===== src/rtl/sumador_pkg.sv =====
// Shared definitions for the serial add/subtract unit: FSM state encoding
// and the counter-width helper.
package sumador_pkg;

   typedef enum logic [1:0] {
      ST_IDLE = 2'd0,
      ST_RUN  = 2'd1,
      ST_DONE = 2'd2
   } state_t;

   // $clog2 returns 0 for a single-digit operation; a counter needs at least one bit
   function automatic int clog2_min1(input int n);
      return (n <= 1) ? 1 : $clog2(n);
   endfunction

endpackage


===== src/rtl/sumador_digito.sv =====
// Combinational ripple of DIGIT full adders; also exposes the carry into the
// top bit so the caller can form signed overflow.
module sumador_digito #(
   parameter int DIGIT = 4
) (
   input  logic [DIGIT-1:0] a,
   input  logic [DIGIT-1:0] b,
   input  logic             c_in,
   output logic [DIGIT-1:0] s,
   output logic             c_out,
   output logic             c_msb_in
);

   logic [DIGIT:0] c;

   assign c[0] = c_in;

   for (genvar i = 0; i < DIGIT; i++) begin : g_fa
      assign s[i]   = a[i] ^ b[i] ^ c[i];
      assign c[i+1] = (a[i] & b[i]) | (c[i] & (a[i] ^ b[i]));
   end

   assign c_out    = c[DIGIT];
   assign c_msb_in = c[DIGIT-1];

endmodule


===== src/rtl/sumador_serie_n.sv =====
// Multi-cycle add/subtract: consumes DIGIT bits of the operands per clock
// through one digit adder, with a start/ready/done handshake.
module sumador_serie_n
   import sumador_pkg::*;
#(
   parameter int WIDTH = 16,
   parameter int DIGIT = 4
) (
   input  logic             clk,
   input  logic             rst,
   input  logic             start,
   input  logic             sub,
   input  logic [WIDTH-1:0] a,
   input  logic [WIDTH-1:0] b,
   input  logic             c_in,
   output logic             ready,
   output logic             done,
   output logic [WIDTH-1:0] sum,
   output logic             c_out,
   output logic             ovf
);

   localparam int N     = WIDTH / DIGIT;
   localparam int CNT_W = clog2_min1(N);
   localparam logic [CNT_W-1:0] CNT_LAST = CNT_W'(N - 1);

   state_t           state;
   state_t           state_nxt;
   logic [CNT_W-1:0] cnt;
   logic [WIDTH-1:0] a_sr;
   logic [WIDTH-1:0] b_sr;
   logic [WIDTH-1:0] res_nxt;
   logic             carry;
   logic             accept;
   logic [DIGIT-1:0] dig_s;
   logic             dig_c;
   logic             dig_cmsb;

   assign accept = start & ready;

   sumador_digito #(.DIGIT(DIGIT)) u_digito (
      .a        (a_sr[DIGIT-1:0]),
      .b        (b_sr[DIGIT-1:0]),
      .c_in     (carry),
      .s        (dig_s),
      .c_out    (dig_c),
      .c_msb_in (dig_cmsb)
   );

   // State register
   always_ff @(posedge clk) begin
      if (rst) begin
         state <= ST_IDLE;
      end else begin
         state <= state_nxt;
      end
   end

   // Next-state and handshake outputs; a start in DONE chains straight into RUN
   always_comb begin
      state_nxt = state;
      ready     = 1'b0;
      done      = 1'b0;
      case (state)
         ST_IDLE: begin
            ready = 1'b1;
            if (start) begin
               state_nxt = ST_RUN;
            end
         end
         ST_RUN: begin
            if (cnt == CNT_LAST) begin
               state_nxt = ST_DONE;
            end
         end
         ST_DONE: begin
            ready     = 1'b1;
            done      = 1'b1;
            state_nxt = start ? ST_RUN : ST_IDLE;
         end
         default: begin
            state_nxt = ST_IDLE;
         end
      endcase
   end

   // Earlier digits are collected in a shift register; the newest digit enters at the top
   if (N > 1) begin : g_multi
      logic [WIDTH-DIGIT-1:0] res_sr;

      always_ff @(posedge clk) begin
         if (rst) begin
            res_sr <= '0;
         end else if (state == ST_RUN) begin
            res_sr <= res_nxt[WIDTH-1:DIGIT];
         end
      end

      assign res_nxt = {dig_s, res_sr};
   end else begin : g_single
      assign res_nxt = dig_s;
   end

   // Subtraction is a + ~b with the carry seed inverted, so the adder never changes
   always_ff @(posedge clk) begin
      if (rst) begin
         a_sr  <= '0;
         b_sr  <= '0;
         carry <= 1'b0;
         cnt   <= '0;
         sum   <= '0;
         c_out <= 1'b0;
         ovf   <= 1'b0;
      end else if (accept) begin
         a_sr  <= a;
         b_sr  <= b ^ {WIDTH{sub}};
         carry <= c_in ^ sub;
         cnt   <= '0;
      end else if (state == ST_RUN) begin
         a_sr  <= a_sr >> DIGIT;
         b_sr  <= b_sr >> DIGIT;
         carry <= dig_c;
         cnt   <= cnt + 1'b1;
         if (cnt == CNT_LAST) begin
            sum   <= res_nxt;
            c_out <= dig_c;
            ovf   <= dig_c ^ dig_cmsb;
         end
      end
   end

endmodule


===== config.mk =====
export PLATFORM = sky130hd
export DESIGN_NAME = sumador_serie_n
export DESIGN_NICKNAME = d
export VERILOG_FILES = /design/src/rtl/sumador_pkg.sv /design/src/rtl/sumador_digito.sv /design/src/rtl/sumador_serie_n.sv
export SDC_FILE = /design/constraint.sdc
export NUM_CORES = 1
export LEC_CHECK = 0
export ABC_AREA = 1
export CORE_MARGIN = 3
export CORE_UTILIZATION = 40
export DETAILED_ROUTE_END_ITERATION = 8
export SYNTH_ARGS = -nofsm -noshare
export SYNTH_HDL_FRONTEND = slang
export SYNTH_SLANG_ARGS = --single-unit

===== constraint.sdc =====
create_clock -name clk -period 5.1 [get_ports clk]
set_input_delay 1.02 -clock clk [delete_from_list [all_inputs] [get_ports clk]]
set_output_delay 1.02 -clock clk [all_outputs]
set_load 0.005 [all_outputs]

==> flow_results.org, run 1 <==
* Implementation run

** Run status
- The run finished with clean final reports.

** Worst setup path
- Critical-path top delay cell :: sky130_fd_sc_hd__dfxtp_1
- Listed in order, past its start point the critical path passes inv_6 -> nor2_1 -> clkdlybuf4s50_1.
- Worst path depth :: 3
- For reference, the critical path is captured by done.

** Synth
- Area fraction in mux cells :: 0
- Most frequent cells after synthesis :: sky130_fd_sc_hd__nand2_1 (79), sky130_fd_sc_hd__dfxtp_1 (67), sky130_fd_sc_hd__nor2_1 (43)
- Mean area per synthesized cell :: 7.85 um2
- In this run, synthesis inferred 0 flip-flops with an integrated enable.
- After synthesis, the design contains between 400 and 500 cells according to Yosys.
- In this run the cell area of the synthesized design comes to 0.00338 mm2.
- In this run, the synthesized area fraction spent on adder and majority cells is recorded as 0.0274.
- Most numerous cell in the Yosys netlist :: sky130_fd_sc_hd__nand2_1
- Cell accounting for the most synthesized area :: sky130_fd_sc_hd__dfxtp_1
- Once synthesis finished, the tally of register bits stood at roughly 67.
- In this run, the synthesized area fraction spent on and/or/nand/nor cells is recorded as 0.323.
- Post-synth the commonest register cell is sky130_fd_sc_hd__dfxtp_1.

** Timing
- The final report lists the setup-violating endpoint count as 0.
- The pin closest to its max-slew limit shows a slew of 0.693 ns.
- Count of pins over their slew limit :: 0
- Highest Clock Rate :: about 350 MHz

** Floorplan
- Starting utilization of the core area :: 0.425
- Core region area :: 0.00797 mm2
- Vertical extent of the die :: 98.0 um
- Num rows :: 32

** Placement
- The placed instances occupy a cell area of 0.00387 mm2.
- The wire-length estimate of the detail-placed layout is 4680 um.

** CTS
- Looking at the clock tree report, the root buffer type is sky130_fd_sc_hd__clkbuf_8.
- On the reported timing paths, the clock transition at the registers reads around 0.080 ns.
- Number of buffers on the longest clock path :: 2

** Worst hold path
- The path with the worst hold slack has its endpoint at a_sr[14].

** Power
- The share of total power dissipated in combinational logic is 0.158.
- Of the total power, the share spent switching nets is 0.269.
- Final total power :: roughly 1.3 mW
- Sequential group share of total power :: 0.461
- Power Sequential :: 0.577 mW
- VDD IR-drop max :: 0.149 mV

** Run
- OpenROAD warnings :: 26

** Layout
- According to the finish report, the design has a final net count of 514.
- The final layout report lists a filler cell count of around 800.
- Most common logic cells in the final layout :: sky130_fd_sc_hd__nand2_1 (79), sky130_fd_sc_hd__dfxtp_1 (67), sky130_fd_sc_hd__clkdlybuf4s50_1 (56)

** GRT
- Global-route wire length before repair :: approximately 12000 um
- Vias in the first global route :: 2728
==> run 1: flip-flops by register name, indices dropped and copies added (netlist names) <==
name,flops
a_sr,16
b_sr,16
sum,16
g_multi.res_sr,12
cnt,2
state,2
c_out,1
carry,1
ovf,1
==> run 1: per-stage QoR <==
step | cells | util | setup WS (ns)
after floorplan | 431 | - | 3.02
after global placement | 563 | 0.486 | 2.30
after detailed placement | 563 | 0.486 | 2.25
after CTS | 579 | 0.513 | 2.23
after global routing | 579 | 0.513 | 2.13
final | 579 | 0.513 | 2.26
==> run 1: final cells by class <==
class,instances,share of cell area
inverters,43,0.0425
flip-flops and latches,67,0.328
well taps,102,0.0312
repair buffers,58,0.141
clock buffers,10,0.0312
multi-input cells,293,0.404
clock inverters,6,0.0220
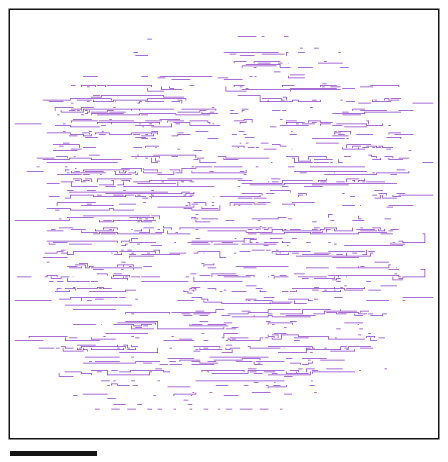
(run_1/met1.png)
Bar = 20 um.
share of all routed wire: 47%
longest straight run: 25.8 um
main direction: horizontal
vias after detailed routing: 2811
met1 Usage GRT: 0.186
routed wire length: 7090 um

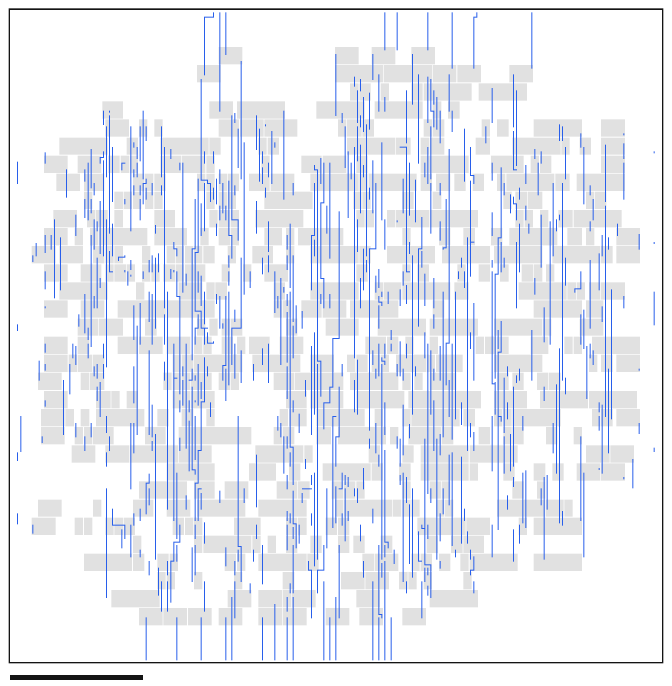
(run_1/met2.png)
Bar = 20 um. Cells faint in the background.
main direction: vertical
longest straight run: 32.6 um
nets with wire on the layer: 400
share of all routed wire: 49%
wire length on this layer: 3440 um
GRT met2 Usage: 0.266

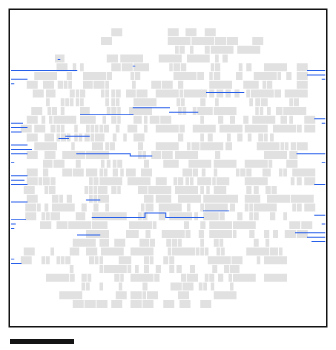
(run_1/met3.png)
Bar = 20 um. Cells faint in the background.
nets with wire on the layer: 37
share of all routed wire: 3.8%
wire length on this layer: 270 um
longest straight run: 20.2 um
main direction: horizontal
met3 Use GR: 0.0493

==> run_1/final_congestion.png <==
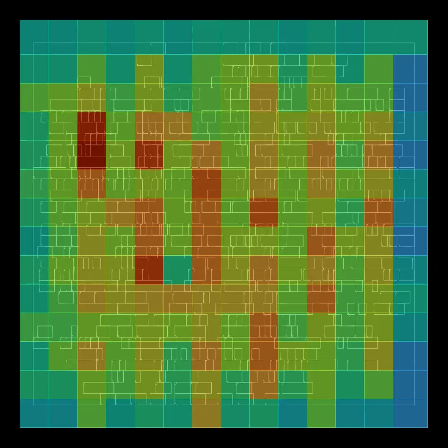

--- run 2 (diff from run 1) ---
--- a/config.mk
+++ b/config.mk
@@ -9,6 +9,7 @@
 export CORE_MARGIN = 3
 export CORE_UTILIZATION = 40
 export DETAILED_ROUTE_END_ITERATION = 8
+export PLACE_DENSITY = 0.65
 export SYNTH_ARGS = -nofsm -noshare
 export SYNTH_HDL_FRONTEND = slang
 export SYNTH_SLANG_ARGS = --single-unit
==> constraint.sdc (replaced) <==
create_clock -name clk -period 2.5 [get_ports clk]
set_input_delay 0.5 -clock clk [delete_from_list [all_inputs] [get_ports clk]]
set_output_delay 0.5 -clock clk [all_outputs]
set_load 0.005 [all_outputs]
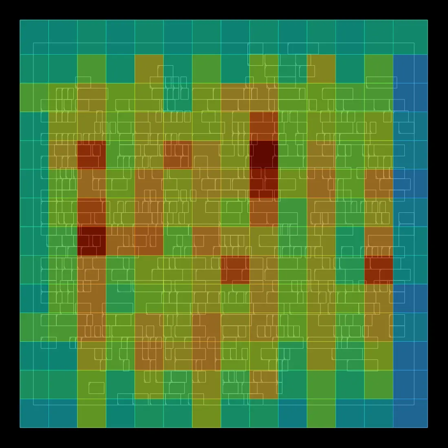
(run_2/final_congestion.png)
GRT met2 Usage: 0.281
Final Util: 0.514
grt peak-use layer: met2
met3 Use GR: 0.0407

==> run 2 against run 1 <==
Core utilization is 0.13 points higher. Non-clock buffer count is 3 higher. Clock skew rose by 0.0056 ns. First-iteration DRC count down 6.3%. Routed wire length grew 1.2%. Clock power up 96%. Final cell count is 0.52% higher. Cell area increased by 0.24%. Worst setup slack got worse by 2.0 ns. Sequential power rose by 100%. Global-route usage rose by 0.24 points. Area after synthesis is the same. Critical path type unchanged.
==> flow_results.org, run 2 <==
* Implementation run

** GRT
- The number of global-route vias before repair came to 2783 (+2.0%).
- Global-route wire length before repair :: 12500 um (+2.1%)

** Synth
- The area of the mapped netlist was 0.00338 mm2 (unchanged).
- Register bit total from synthesis :: 67 (unchanged)
- Mean area per synthesized cell :: 7.85 um2 (unchanged)
- In the post-synthesis netlist, the cell with the most instances is sky130_fd_sc_hd__nand2_1.
- By count the netlist is led by sky130_fd_sc_hd__nand2_1 (79), sky130_fd_sc_hd__dfxtp_1 (67), sky130_fd_sc_hd__nor2_1 (43).
- The share of synthesized cell area in and, or, nand and nor gates came to 0.323 (unchanged).
- The arithmetic-cell share of the synthesized area counting full adders, half adders and majority gates was 0.0274 (unchanged).
- Cell accounting for the most synthesized area :: sky130_fd_sc_hd__dfxtp_1
- Area fraction in mux cells :: 0 (unchanged)
- Yosys cell count :: 431 (unchanged)

** Worst setup path
- Crit path kind :: reg -> out
- Sort of element at the start of the critical path :: flip-flop

** Layout
- Cell kind with the greatest summed area :: multi-input combinational cells
- The final layout net count was 517 (+0.58%).
- The final instance count without filler cells came to 582 (+0.52%).
- Per the cell usage report, the commonest logic cells after layout are sky130_fd_sc_hd__nand2_1 (79), sky130_fd_sc_hd__dfxtp_1 (67), sky130_fd_sc_hd__clkdlybuf4s50_1 (56).
- The number of clock buffers in the layout is 9 (-1).
- The filler cell count came to 789 (-1.1%).
- Top Registers :: a_sr x16, b_sr x16, sum x16
- Layout clock area frac :: 0.0501 (-0.00318)
- The non-clock buffer count in the final layout came to 61 (+5.2%).
- Count of multi-input gates :: 293 (unchanged)
- Combinational share of cell area :: 0.403 (-0.000987)
- The flip-flop and latch count is 67 (unchanged).
- Non-Clock Inverter Count :: 43 (unchanged)

** Drt
- Vias after detailed routing :: 2846 (+1.2%)
- The aggregate routed wire length was 7170 um (+1.2%).
- Highest routing layer actually used :: met4

** Floorplan
- Num rows :: 32 (unchanged)
- The number of tap instances is 102 (unchanged).
- The floorplan utilization is 0.425 (unchanged).

** Timing
- The final worst-path setup slack came to 0.268 ns (-1.99 ns).
- Count of pins over their slew limit :: 0 (unchanged)
- The measured slew at the worst slew-check pin was 0.691 ns (-0.00191 ns).
- Timing would allow up to 448 MHz.

** Run
- The count of tool warnings came to 26 (unchanged).

** Power
- The total power is 2.52 mW (+100%).
- The fraction of power spent switching nets came to 0.292 (+0.0233).
- The fraction of power consumed by combinational cells is 0.159 (about the same).
- The worst ir drop on vdd is 0.255 mV (+71%).
- The register share of total power is 0.470 (+0.009).

** Placement
- Placement-stage cell area :: 0.00389 mm2 (+0.58%)
- The post-placement worst setup slack is 0.306 ns (-1.95 ns).
- The post-placement cell count was 566 (+0.53%).
- Estimated wirelength of the detail-placed design :: 4850 um (+3.6%)

** CTS
- TritonCTS built the clock tree.
- Insertion delay at the late pin of the worst-skew pair :: 0.35 ns
- Clock root buffer master :: sky130_fd_sc_hd__clkbuf_8
- The post-CTS clock slew at the launch and capture registers of the worst setup and hold paths was 0.08 ns (about the same).
- The maximum clock path buffer count came to 2 (unchanged).

** Run status
- The run finished with clean final reports.
## run 2: netlist changes by cell type in the layout (fill, tap and decap cells not counted), sizes merged
| cell | previous run | this run |
|---|---|---|
| inv | 43 | 47 |
| buf | 2 | 5 |
| clkinv | 3 | 1 |
| bufinv | 2 | 1 |
| clkbuf | 10 | 9 |
## run 2: final timing paths
path	slack [ns]	to	from	depth (start not counted)
hold reg to reg	0.46	a_sr[14]	a_sr[14]	2
setup reg to reg	0.30	sum[15]	a_sr[0]	10
setup / recovery	0.27	ready	state[0]	2
hold / removal	0.46	a_sr[14]	a_sr[14]	2
## run 2: critical path: stages (launching register included)
cell	delay, ns
sky130_fd_sc_hd__dfxtp_1	0.77
sky130_fd_sc_hd__inv_8	0.13
sky130_fd_sc_hd__clkdlybuf4s50_1	0.48
==> run_2/met3.png <==
Bar = 20 um. Cells faint in the background.
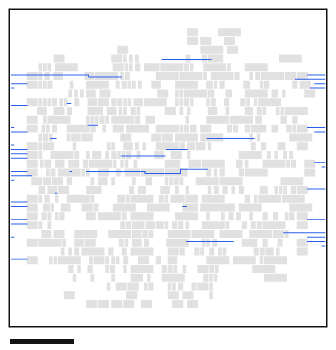

--- run 3 (diff from run 2) ---
--- a/config.mk
+++ b/config.mk
@@ -5,11 +5,9 @@
 export SDC_FILE = /design/constraint.sdc
 export NUM_CORES = 1
 export LEC_CHECK = 0
-export ABC_AREA = 1
 export CORE_MARGIN = 3
-export CORE_UTILIZATION = 40
+export CORE_UTILIZATION = 30
 export DETAILED_ROUTE_END_ITERATION = 8
-export PLACE_DENSITY = 0.65
 export SYNTH_ARGS = -nofsm -noshare
 export SYNTH_HDL_FRONTEND = slang
 export SYNTH_SLANG_ARGS = --single-unit
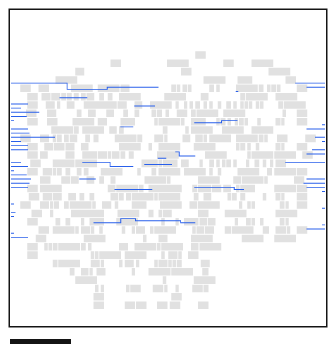
(run_3/met3.png)
Bar = 20 um. Cells faint in the background.
wire length on this layer: 365 um
longest straight run: 18.2 um
routed wire length: 6280 um
met3 Use GR: 0.0447

==> run 3 against run 2 <==
Critical path type is now reg -> reg. Final cell count decreased by 15%. Critical path depth increased by 6. Via count decreased by 18%. Highest routed layer unchanged. Area after synthesis decreased by 16%. Core utilization decreased by 10 points.
==> flow_results.org, run 3 <==
* Implementation run

** Worst setup path
- On the critical path the largest part of the delay comes from adder cells.
- The count of buffering cells on the critical path with inverters included came to 3 (+1).
- Signal arrival time at the worst endpoint :: 2.47 ns
- FF-to-FF setup slack :: 0.29 ns (about the same)
- For reference, the critical path cell chain is fa_1 -> inv_1 -> fa_1 -> inv_1 -> fa_1 -> inv_1 -> fa_1 -> a211oi_1.
- Critical Path Start :: a_sr[0]
- The biggest cell delay along the critical path came to 0.43 ns (-0.34 ns).
- The worst setup path is launched from a flip-flop.
- Critical-path top delay cell :: sky130_fd_sc_hd__fa_1
- The critical path depth was 8 (+6).
- According to the timing report, the critical path is captured at sum[15].
- Endpoint of the most critical register-to-register path :: sum[15]
- R2R Path Start :: a_sr[0]
- Cell repeated most along the worst path :: sky130_fd_sc_hd__fa_1
- Worst reg-to-reg path cell count :: 8 (-2)
- Crit path kind :: reg -> reg

** Layout
- The end-of-flow core utilization was 0.412 (-0.102).
- The filler cell count was 934 (+18%).
- Per the cell usage report, the commonest logic cells after layout are sky130_fd_sc_hd__nand2_1 (79), sky130_fd_sc_hd__dfxtp_1 (67), sky130_fd_sc_hd__clkdlybuf4s50_1 (55).
- The final instance count without filler cells was 494 (-15%).
- Layout cell share with drive strength beyond 1 :: 0.0699
- The largest registers in the layout are a_sr x16, b_sr x16, sum x16.
- The final layout net count came to 423 (-18%).
- Total non-filler cell area in the finished layout :: 0.00368 mm2

** Synth
- Cell accounting for the most synthesized area :: sky130_fd_sc_hd__dfxtp_1
- Post-synth design cell area :: 0.00283 mm2 (-16%)
- Mean area per synthesized cell :: 8.41 um2 (+7.1%)
- The cell-mix breakdown from Yosys lists the XOR/XNOR area share as 0.0589.
- The share of synthesized cell area in and, or, nand and nor gates came to 0.190 (-0.133).
- The most common cell in the synthesized netlist is sky130_fd_sc_hd__nand2_1.
- Post-synth EDFFs :: 0
- Top-area cell share :: 0.475
- Yosys cell count :: 336 (-22%)
- Area fraction in mux cells :: 0.00708 (+0.00708)
- Fa+ha+maj area frac :: 0.0328 (+0.00540)
- The register bit total from synthesis came to 67 (unchanged).
- In the synthesized netlist, the cells that appear most often are sky130_fd_sc_hd__nand2_1 (79), sky130_fd_sc_hd__dfxtp_1 (67), sky130_fd_sc_hd__a21oi_1 (45).

** Floorplan
- After floorplanning, the core was sized to cover 0.00893 mm2.
- Num rows :: 34 (+6.3%)
- Starting utilization of the core area :: 0.316 (-0.108)

** Drt
- Highest routing layer actually used :: met4
- Per the detail_route report, DRC violations left total 0.
- Routed length on met1 :: 2880 um
- Vias after detailed routing :: 2320 (-18%)
- Routed Antenna Nets :: 0
- The iteration count recorded for the first detailed-route pass is 4.

** GRT
- The layer flagged by global routing as most heavily used is met2.
- GRT met2 Usage :: 0.207 (-0.0739)
- The number of global-route vias before repair came to 2298 (-17%).
- Overall fraction of global-route tracks in use :: 0.128
- Global-route wire length before repair :: 10700 um (-15%)

** Timing
- Worst Max-Slew Pin Slew :: 0.711 ns (+0.0204 ns)
- The final worst-path setup slack is 0.291 ns (+0.0228 ns).
- Count of pins over their slew limit :: 0 (unchanged)
- Highest Clock Rate :: 453 MHz (+1.0%)
- Count of final setup violators :: 0
- Final hold analysis gives a worst-case slack of between 0.4 and 0.5 ns.

** Placement
- Post-Place Cells :: 478 (-16%)
- The post-placement worst setup slack came to 0.284 ns (-0.0214 ns).
- Placement-stage cell area :: 0.00344 mm2 (-12%)
- The post-DP HPWL came to 4250 um (-12%).

** CTS
- Clock Sink Count :: 67
- The clock network latency to the later pin of the worst-skew pair is 0.34 ns (about the same).
- CTS-repair resized insts :: 0
- TritonCTS built the clock tree.
- Number of buffers on the longest clock path :: 2 (unchanged)
- The root buffer cell chosen for the clock tree is sky130_fd_sc_hd__clkbuf_8.
- The clock tree synthesis step divided the H-tree into 3 levels.
- The post-CTS clock slew at the launch and capture registers of the worst setup and hold paths was 0.07 ns (about the same).

** Worst hold path
- The depth of the worst hold-timing path was 2 (unchanged).
- The launch point of the worst min-delay path is recorded as sum[0].
- Hold Path Sink :: sum[0]

** Power
- The fraction of power consumed by combinational cells is 0.120 (-0.039).
- Final total power :: 2.53 mW (+0.53%)
- The fraction of power spent switching nets is 0.239 (-0.0538).
- VDD IR-drop max :: 0.343 mV (+35%)
- The register share of total power came to 0.457 (-0.013).
- Clock share of power :: 0.424
- For this design the static power due to leakage is roughly 1.3 nW.
- In the power breakdown, the biggest contributor is sequential cells.

** Run status
- Status :: complete, no violations

** Run
- OpenROAD warnings :: 26 (unchanged)
## run 3: cell count changes after synthesis, sizes merged, moves of 4 or more
cell | before | now
nor2 | 56 | 19
nand3 | 57 | 20
a22oi | 0 | 13
clkbuf | 3 | 9
buf | 25 | 21
a311oi | 0 | 11
xor2 | 2 | 17
nor3 | 12 | 4
inv | 43 | 8
nand2 | 83 | 79
o21ai | 37 | 0
a21oi | 35 | 45
## run 3: area by class of cell
class | count | area, um2 | area share
clock buffers | 9 | 124 | 0.0336
clock inverters | 7 | 116 | 0.0316
well taps | 108 | 135 | 0.0367
multi-input cells | 231 | 1300 | 0.352
repair buffers | 64 | 641 | 0.174
inverters | 8 | 30.0 | 0.00815
flip-flops and latches | 67 | 1340 | 0.364
Power and IR drop assume default switching activity.
